File: config.mk
export PLATFORM = sky130hd
export DESIGN_NAME = btn_debounce_n
export DESIGN_NICKNAME = d
export VERILOG_FILES = /design/src/rtl/btn_debounce_n.sv
export SDC_FILE = /design/constraint.sdc
export NUM_CORES = 1
export LEC_CHECK = 0
export ABC_AREA = 1
export CORE_AREA = 2 2 115 128
export CTS_CLUSTER_SIZE = 20
export DETAILED_ROUTE_END_ITERATION = 7
export DIE_AREA = 0 0 117 130
export SYNTH_ARGS = -nofsm -noshare
export SYNTH_HDL_FRONTEND = slang
export SYNTH_SLANG_ARGS = --single-unit
File: constraint.sdc
create_clock -name CLK -period 8.4 [get_ports CLK]
set_input_delay 1.68 -clock CLK [delete_from_list [all_inputs] [get_ports CLK]]
set_output_delay 1.68 -clock CLK [all_outputs]
set_load 0.005 [all_outputs]
File: src/rtl/btn_debounce_n.sv
// Multi-channel push-button debouncer: sampled stability filter with press,
// release, long-press and toggle outputs, plus sticky falling-edge event flags.
module btn_debounce_n #(
  parameter int unsigned N_BTN      = 4,
  parameter int unsigned DIV        = 3125000,
  parameter int unsigned STABLE_CNT = 3,
  parameter int unsigned LONG_CNT   = 40,
  parameter int unsigned ACTIVE_LOW = 1,
  parameter int unsigned N_EVT      = 2
) (
  input  logic             CLK,
  input  logic             RST,
  input  logic [N_BTN-1:0] BIN,
  input  logic [N_BTN-1:0] MODE,
  output logic [N_BTN-1:0] LEVEL,
  output logic [N_BTN-1:0] PRESS,
  output logic [N_BTN-1:0] RELEASE,
  output logic [N_BTN-1:0] LONG,
  output logic [N_BTN-1:0] TOGGLE,
  input  logic [N_EVT-1:0] EVT_IN,
  input  logic [N_EVT-1:0] EVT_CLR,
  output logic [N_EVT-1:0] EVT_FLAG
);

  localparam int unsigned DIV_W  = (DIV > 1) ? $clog2(DIV) : 1;
  localparam int unsigned STAB_W = 4;
  localparam int unsigned HOLD_W = 8;

  // Released level of the raw inputs; synchronizers idle here so reset never looks like a press.
  localparam logic [N_BTN-1:0] REL_LVL = (ACTIVE_LOW != 0) ? {N_BTN{1'b1}} : {N_BTN{1'b0}};

  logic [DIV_W-1:0]  div_cnt;
  logic              tick;

  logic [N_BTN-1:0]  sync_a;
  logic [N_BTN-1:0]  sync_b;
  logic [N_BTN-1:0]  norm;

  logic [STAB_W-1:0] stab_q   [N_BTN];
  logic [STAB_W-1:0] stab_nxt [N_BTN];
  logic [HOLD_W-1:0] hold_q   [N_BTN];
  logic [HOLD_W-1:0] hold_nxt [N_BTN];

  logic [N_BTN-1:0]  level_nxt;
  logic [N_BTN-1:0]  level_d;
  logic [N_BTN-1:0]  rise;
  logic [N_BTN-1:0]  fall;
  logic [N_BTN-1:0]  toggle_nxt;
  logic [N_BTN-1:0]  long_done;
  logic [N_BTN-1:0]  long_done_nxt;
  logic [N_BTN-1:0]  long_hit;

  logic [N_EVT-1:0]  evt_q;
  logic [N_EVT-1:0]  evt_qd;
  logic [N_EVT-1:0]  evt_fall;
  logic [N_EVT-1:0]  flag_nxt;

  // Sample-rate divider: one-cycle tick while the counter sits at DIV-1.
  always_ff @(posedge CLK or posedge RST) begin
    if (RST) begin
      div_cnt <= '0;
    end else if (tick) begin
      div_cnt <= '0;
    end else begin
      div_cnt <= div_cnt + DIV_W'(1);
    end
  end

  assign tick = (div_cnt == DIV_W'(DIV - 1));

  // Two-flop synchronizer for the raw button pins.
  always_ff @(posedge CLK or posedge RST) begin
    if (RST) begin
      sync_a <= REL_LVL;
      sync_b <= REL_LVL;
    end else begin
      sync_a <= BIN;
      sync_b <= sync_a;
    end
  end

  assign norm = (ACTIVE_LOW != 0) ? ~sync_b : sync_b;

  // Per-channel stability filter and hold counter next-state.
  always_comb begin
    level_nxt     = LEVEL;
    long_hit      = '0;
    long_done_nxt = '0;
    for (int i = 0; i < N_BTN; i++) begin
      stab_nxt[i] = stab_q[i];
      hold_nxt[i] = hold_q[i];

      if (tick) begin
        if (norm[i] == LEVEL[i]) begin
          stab_nxt[i] = '0;
        end else if (stab_q[i] == STAB_W'(STABLE_CNT - 1)) begin
          stab_nxt[i]  = '0;
          level_nxt[i] = ~LEVEL[i];
        end else begin
          stab_nxt[i] = stab_q[i] + STAB_W'(1);
        end
      end

      if (!LEVEL[i]) begin
        hold_nxt[i] = '0;
      end else if (tick && (hold_q[i] < HOLD_W'(LONG_CNT))) begin
        hold_nxt[i] = hold_q[i] + HOLD_W'(1);
      end

      // Saturated hold counter stays at LONG_CNT, so long_done gates repeats until release.
      long_hit[i]      = LEVEL[i] && !long_done[i] && (hold_q[i] == HOLD_W'(LONG_CNT));
      long_done_nxt[i] = LEVEL[i] && (long_done[i] || long_hit[i]);
    end
  end

  assign rise       = LEVEL & ~level_d;
  assign fall       = ~LEVEL & level_d;
  assign toggle_nxt = TOGGLE ^ (rise | (fall & MODE));

  // Debounced level, counters and one-cycle button pulses.
  always_ff @(posedge CLK or posedge RST) begin
    if (RST) begin
      LEVEL     <= '0;
      level_d   <= '0;
      PRESS     <= '0;
      RELEASE   <= '0;
      LONG      <= '0;
      TOGGLE    <= '0;
      long_done <= '0;
      for (int i = 0; i < N_BTN; i++) begin
        stab_q[i] <= '0;
        hold_q[i] <= '0;
      end
    end else begin
      LEVEL     <= level_nxt;
      level_d   <= LEVEL;
      PRESS     <= rise;
      RELEASE   <= fall;
      LONG      <= long_hit;
      TOGGLE    <= toggle_nxt;
      long_done <= long_done_nxt;
      for (int i = 0; i < N_BTN; i++) begin
        stab_q[i] <= stab_nxt[i];
        hold_q[i] <= hold_nxt[i];
      end
    end
  end

  assign evt_fall = evt_qd & ~evt_q;
  assign flag_nxt = (EVT_FLAG & ~EVT_CLR) | evt_fall;

  // Event strobe register and sticky falling-edge flags; a new edge beats a clear.
  always_ff @(posedge CLK or posedge RST) begin
    if (RST) begin
      evt_q    <= '0;
      evt_qd   <= '0;
      EVT_FLAG <= '0;
    end else begin
      evt_q    <= EVT_IN;
      evt_qd   <= evt_q;
      EVT_FLAG <= flag_nxt;
    end
  end

endmodule

==> images/cell_density.png <==
The die is cut into 12 by 13 equal tiles; white is low, dark blue is high, 0 to 100% covered.
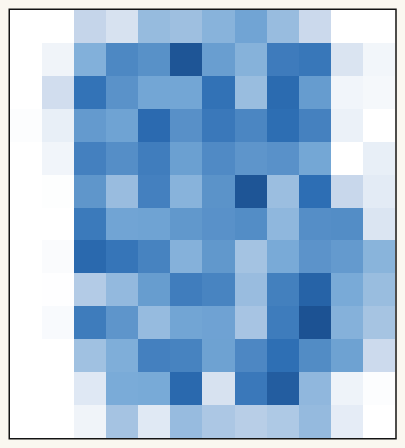
tiles over 75% full: 6.4%
emptiest ninth of the die: bottom left
mean over tiles: 40%
nearly empty tiles: 17%
fullest tile: 86%
core utilization at floorplan: 38.9%
core utilization of the finished layout: 45.2%
area of the core: 0.0141 mm²

==> images/sizes.png <==
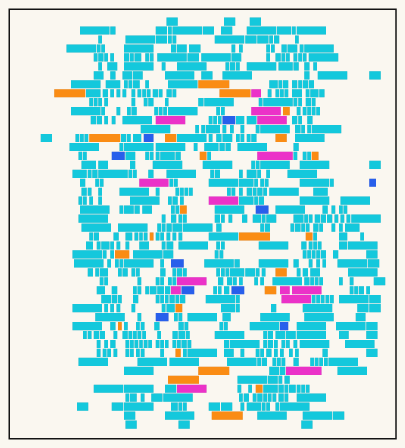
[magenta] _6 and larger | cells: 14 | most used: clkbuf_16
[orange] _2 cells | cells: 23 | most used: dfstp_2
[blue] _3 and _4 cells | cells: 10 | most used: nor2_4
[cyan] _0 and _1 cells | cells: 656 | most used: nand2_1
Design Area, Final: 0.00637 mm²
final worst setup slack: 5.09 ns

==> results.txt <==
The synthesis and place-and-route flow finished, so here is a summary.

The run finished with clean final reports. The maximum clock frequency came out at 303 MHz. The number of sequential storage elements is 112. The share of the yosys chip area belonging to registers is 51.3%.

The pin count of the biggest net entering global routing is 79. The number of endpoints with negative hold slack in the final report is 0. Yosys mapped the design onto 33 distinct sky130hd cell types.

The count of filler cells inserted in the layout is 1372. Per the CTS log, the buffer count on the longest clock path is 2. The number of flip-flops and latches in the synthesized netlist came out at 112. The hold buffer count at CTS is 0.

The footprint of the multi-input gates came out at 0.00230 mm². The number of resized instances in the post-cts repair step came out at 0. TritonCTS built the clock tree. In this run the top signal layer used is met4. The clock period minus worst slack is 3.31 ns.

The STA report counts the stages on the worst setup path as 1. For this design, the slowest cell found on the critical path is sky130_fd_sc_hd__dfrtp_1. The worst hold path belongs to the class flop to flop. The number of antenna violations at the first check in global routing is 0. Measured along the x axis, the die boundary spans 117 µm.

The global routing usage summed across all routing layers came out at 14.5%. For reference, XOR and XNOR gates occupy 4.79% of the area reported after synthesis. The most common logic cell in the final layout is sky130_fd_sc_hd__nand2_1. The total buffers and inverters traversed by the critical path came out at 1. More flip-flops sit in one register than any other, and that register is hold_q. From synthesis to final layout, the design area changed by 16.2%. For this block, the initial DRC count from the detailed router was 158.

The delay of the slowest cell on the worst path came out at 0.67 ns. The timing report attributes the biggest portion of critical-path delay to flip-flops. STA classifies the critical path endpoint as an output port. The synthesized-area fraction occupied by ao, oa, aoi and oai cells came out at 3.08%. The detailed-routing iteration count for the pre-antenna-repair pass is 4. The remaining global-route overflow is 0.

The number of inverters outside the clock class in the layout came out at 88. The switching share of power came out at 20.7%. The row count is 46. The leakage power of the design came out at 0.00303 µW. The number of nets at floorplan is 690.

The count of buffers not belonging to the clock network in the layout came out at 36. The CTS log lists the clock sinks for this run as 112. The latest clock arrival within the worst-skew pair came out at 0.35 ns.

For this design the top-level I/O count stands at 36. The overall chip area came out at 0.0152 mm². The via count is 4169. The count of mapped cells out of synthesis is 659. The slew check shows that the tightest pin keeps a relative margin of 35.7%.

The routability-driven placement congestion ratio is 0.798. The data arrival time of the worst path is 1.63 ns. The top cell type by area accounts for 47.5% of the synthesized area. The number of H-tree branching levels came out at 3. The first global-routing pass estimated 17700 µm of wire.

The clock-pin slew on the worst setup and hold paths is 0.07 ns. The proportion of final cell area spent on non-clock buffers is 5.62%. The share of total power dissipated in the clock network is 44.9%.

Per the Yosys statistics, synthesis produced 659 cells. TritonRoute output was used to compute an average wire per cell of 11.3 µm. The area of the mapped netlist came out at 0.00548 mm².

The relative contribution of combinational cells to total power is 2.1%. The count of clock-net buffers in the final layout came out at 9. The tree is rooted in a sky130_fd_sc_hd__clkbuf_16. The routed wire length on met2 is 5020 µm. The final cycle utilization of the critical path is 39.3%. The number of combinational gates with multiple inputs came out at 451. Counting pins that exceed their max-slew limit in the final report gives 0. Max fanout on the critical path was recorded as 16. The tightest hold margin came out at 0.359 ns. The sequential power share came out at 53.0%. The worst endpoint required time came out at 6.72 ns.

The internal power component came out at 817 µW. The report lists the cells along the critical path as clkdlybuf4s50_1. The combined flip-flop and latch cell area is 0.00281 mm². The switching power is 213 µW. The worst hold path stage count is 0.

Setup repair after global routing left no endpoint under its margin. The half-perimeter wire length of the detailed placement result is 7130 µm. The cell type that accounts for the most area after synthesis is sky130_fd_sc_hd__dfrtp_1. The fraction of synthesized area in multiplexers is 0%. The number of remaining DRC errors is 0. The area fraction in and, or, nand and nor cells after synthesis is 30.2%. The worst setup path is launched from a flop. The number of flip-flops in the largest register came out at 32.

The transition time of the tightest slew-check pin is 0.964 ns. The synthesis report lists the most area-consuming cells as sky130_fd_sc_hd__dfrtp_1 (47%), sky130_fd_sc_hd__nand2_1 (12%), sky130_fd_sc_hd__nor2_1 (6.0%), sky130_fd_sc_hd__inv_1 (5.8%), sky130_fd_sc_hd__nand3_1 (5.7%). The largest registers in the layout are hold_q x32, div_cnt x22, stab_q x16. The post-synthesis average cell area came out at 8.32 µm². The count of endpoints failing setup in the final report came out at 0. The worst reg2reg path depth is 9. The total routed wire length on the met1 layer came out at 4740 µm. The type of the worst setup path is flop to output port. The setup check on the worst reg-to-reg path leaves a slack of 5.84 ns.

The die is 130 µm tall. The final sum of negative setup slack came out at 0 ns. The final worst clock skew is 0.00826 ns. The overall power is 1030 µW. In the synthesized netlist, the dominant kind of combinational cell is simple AND/OR/NAND/NOR gates. The detailed-route vias per instance came out at 4.66.

The count of buffers inserted at the top-level ports is 35. The CTS buffer count came out at 9. The power density over the cells is 162 mW/mm². The clock buffer and inverter area fraction after layout is 5.11%. The met3 wirelength from detailed routing is 204 µm. In the layout the commonest cells are sky130_fd_sc_hd__nand2_1 (169), sky130_fd_sc_hd__dfrtp_1 (104), sky130_fd_sc_hd__nor2_1 (88), sky130_fd_sc_hd__inv_1 (83), sky130_fd_sc_hd__nand3_1 (62). The tally of yosys warning messages came out at 0.

Multi-input logic gates represent a cell area share of 36.1%. The count of nets after finishing is 729. The total wire length after detailed routing came out at 10100 µm. The count of antenna diodes in the layout came out at 0. Summing the areas of all fa, ha and maj instances in the mapped netlist gives 3.88% of the synthesized area. The total tool warning count is 34. The total of max-cap violations came out at 0. OpenSTA, run right after detailed placement, puts the worst setup slack at 4.88 ns. The fraction of final layout cells with drive strength greater than 1 came out at 6.69%.

The worst-case vdd ir drop came out at 0.103 mV. The number of global-route vias before repair was 3944. In this run the remaining antenna-violating nets after routing total 0. Looking at the area split, the leading class of cells is registers. The setup fix buffers added after clock tree synthesis came out at 0. After synthesis, the chip area reported by Yosys is 0.00548 mm².
==> images/detail.png <==
Region (78, 88) to (98, 108) µm. Cells in gray, sequential cells in the stronger gray; small squares are vias.
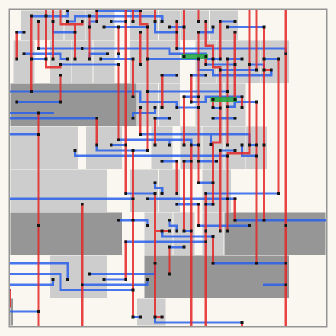
[red] metal 2
[green] metal 3
[blue] metal 1
netlist names of flops here include: hold_q (3), LEVEL (1)
most frequent: nand2_1 (12), nand3_1 (7)
cells with their middle in the window: 38
sequential cells in the window: 4

==> images/placement.png <==
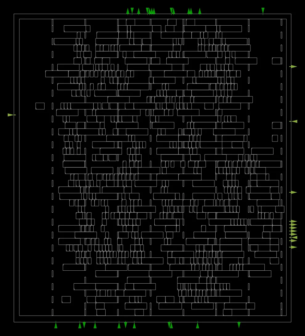
flop share of the area: 44.2%
well tap count: 192
final instance count without filler cells: 895

cells in the mapped netlist, drive strengths merged:
cell	count
or2	1
nand2	174
nand3b	7
nand3	66
and3	1
xnor2	7
nor2	96
a21oi	15
clkbuf	2
dfrtp	104
clkinv	2
nand4	6
o22ai	3
ha	17
inv	86
o21ai	12
o21bai	2
nor4	1
nor3	16
and2	1
dfstp	8
buf	6
xor2	23
nor3b	3
routing by layer:
metal | vias to the layer above | GRT usage [%]
met1 | 1983 | 18.7
li1 | 2136 | -
met2 | 39 | 24.8
met4 | 0 | 4.71
met3 | 11 | 2.42
met5 | - | 0
logic make-up (layout without fill, tap and decap cells):
logic type | Yosys count | after routing
buffers and inverters | 96 | 140
adder cells (fa/ha/maj) | 17 | 17
flip-flops | 112 | 112
AND/OR/NAND/NOR | 372 | 372
XOR/XNOR | 30 | 30
AND-OR/OR-AND | 32 | 32
power groups by stage:
stage	logic, µW	clock network [µW]	registers, µW
after floorplan	10.8	0	556
after global placement	22.6	0	556
after detailed placement	23.2	0	557
after CTS	23.2	479	546
after global routing	25.1	499	546
final	21.8	463	546
path summary, 6_finish.rpt:
kind / from / endpoint
setup / recovery: LEVEL[0]$_DFFE_PP0P_ / LEVEL[0]
hold / removal: sync_a[3]$_DFF_PP1_ / sync_b[3]$_DFF_PP1_
setup reg to reg: div_cnt[0]$_DFF_PP0_ / LEVEL[0]$_DFFE_PP0P_
hold reg to reg: sync_a[3]$_DFF_PP1_ / sync_b[3]$_DFF_PP1_
max in group asynchronous: RST / hold_q[25]$_DFFE_PP0P_
min in group asynchronous: RST / hold_q[16]$_DFFE_PP0P_
through the flow:
step | cell area [µm²] | instances
floorplan | 5480 | 659
global placement | 6040 | 879
global route | 6370 | 895
detailed placement | 6040 | 879
CTS | 6370 | 895
finish | 6370 | 895
Power is estimated from default activity; no workload was simulated.
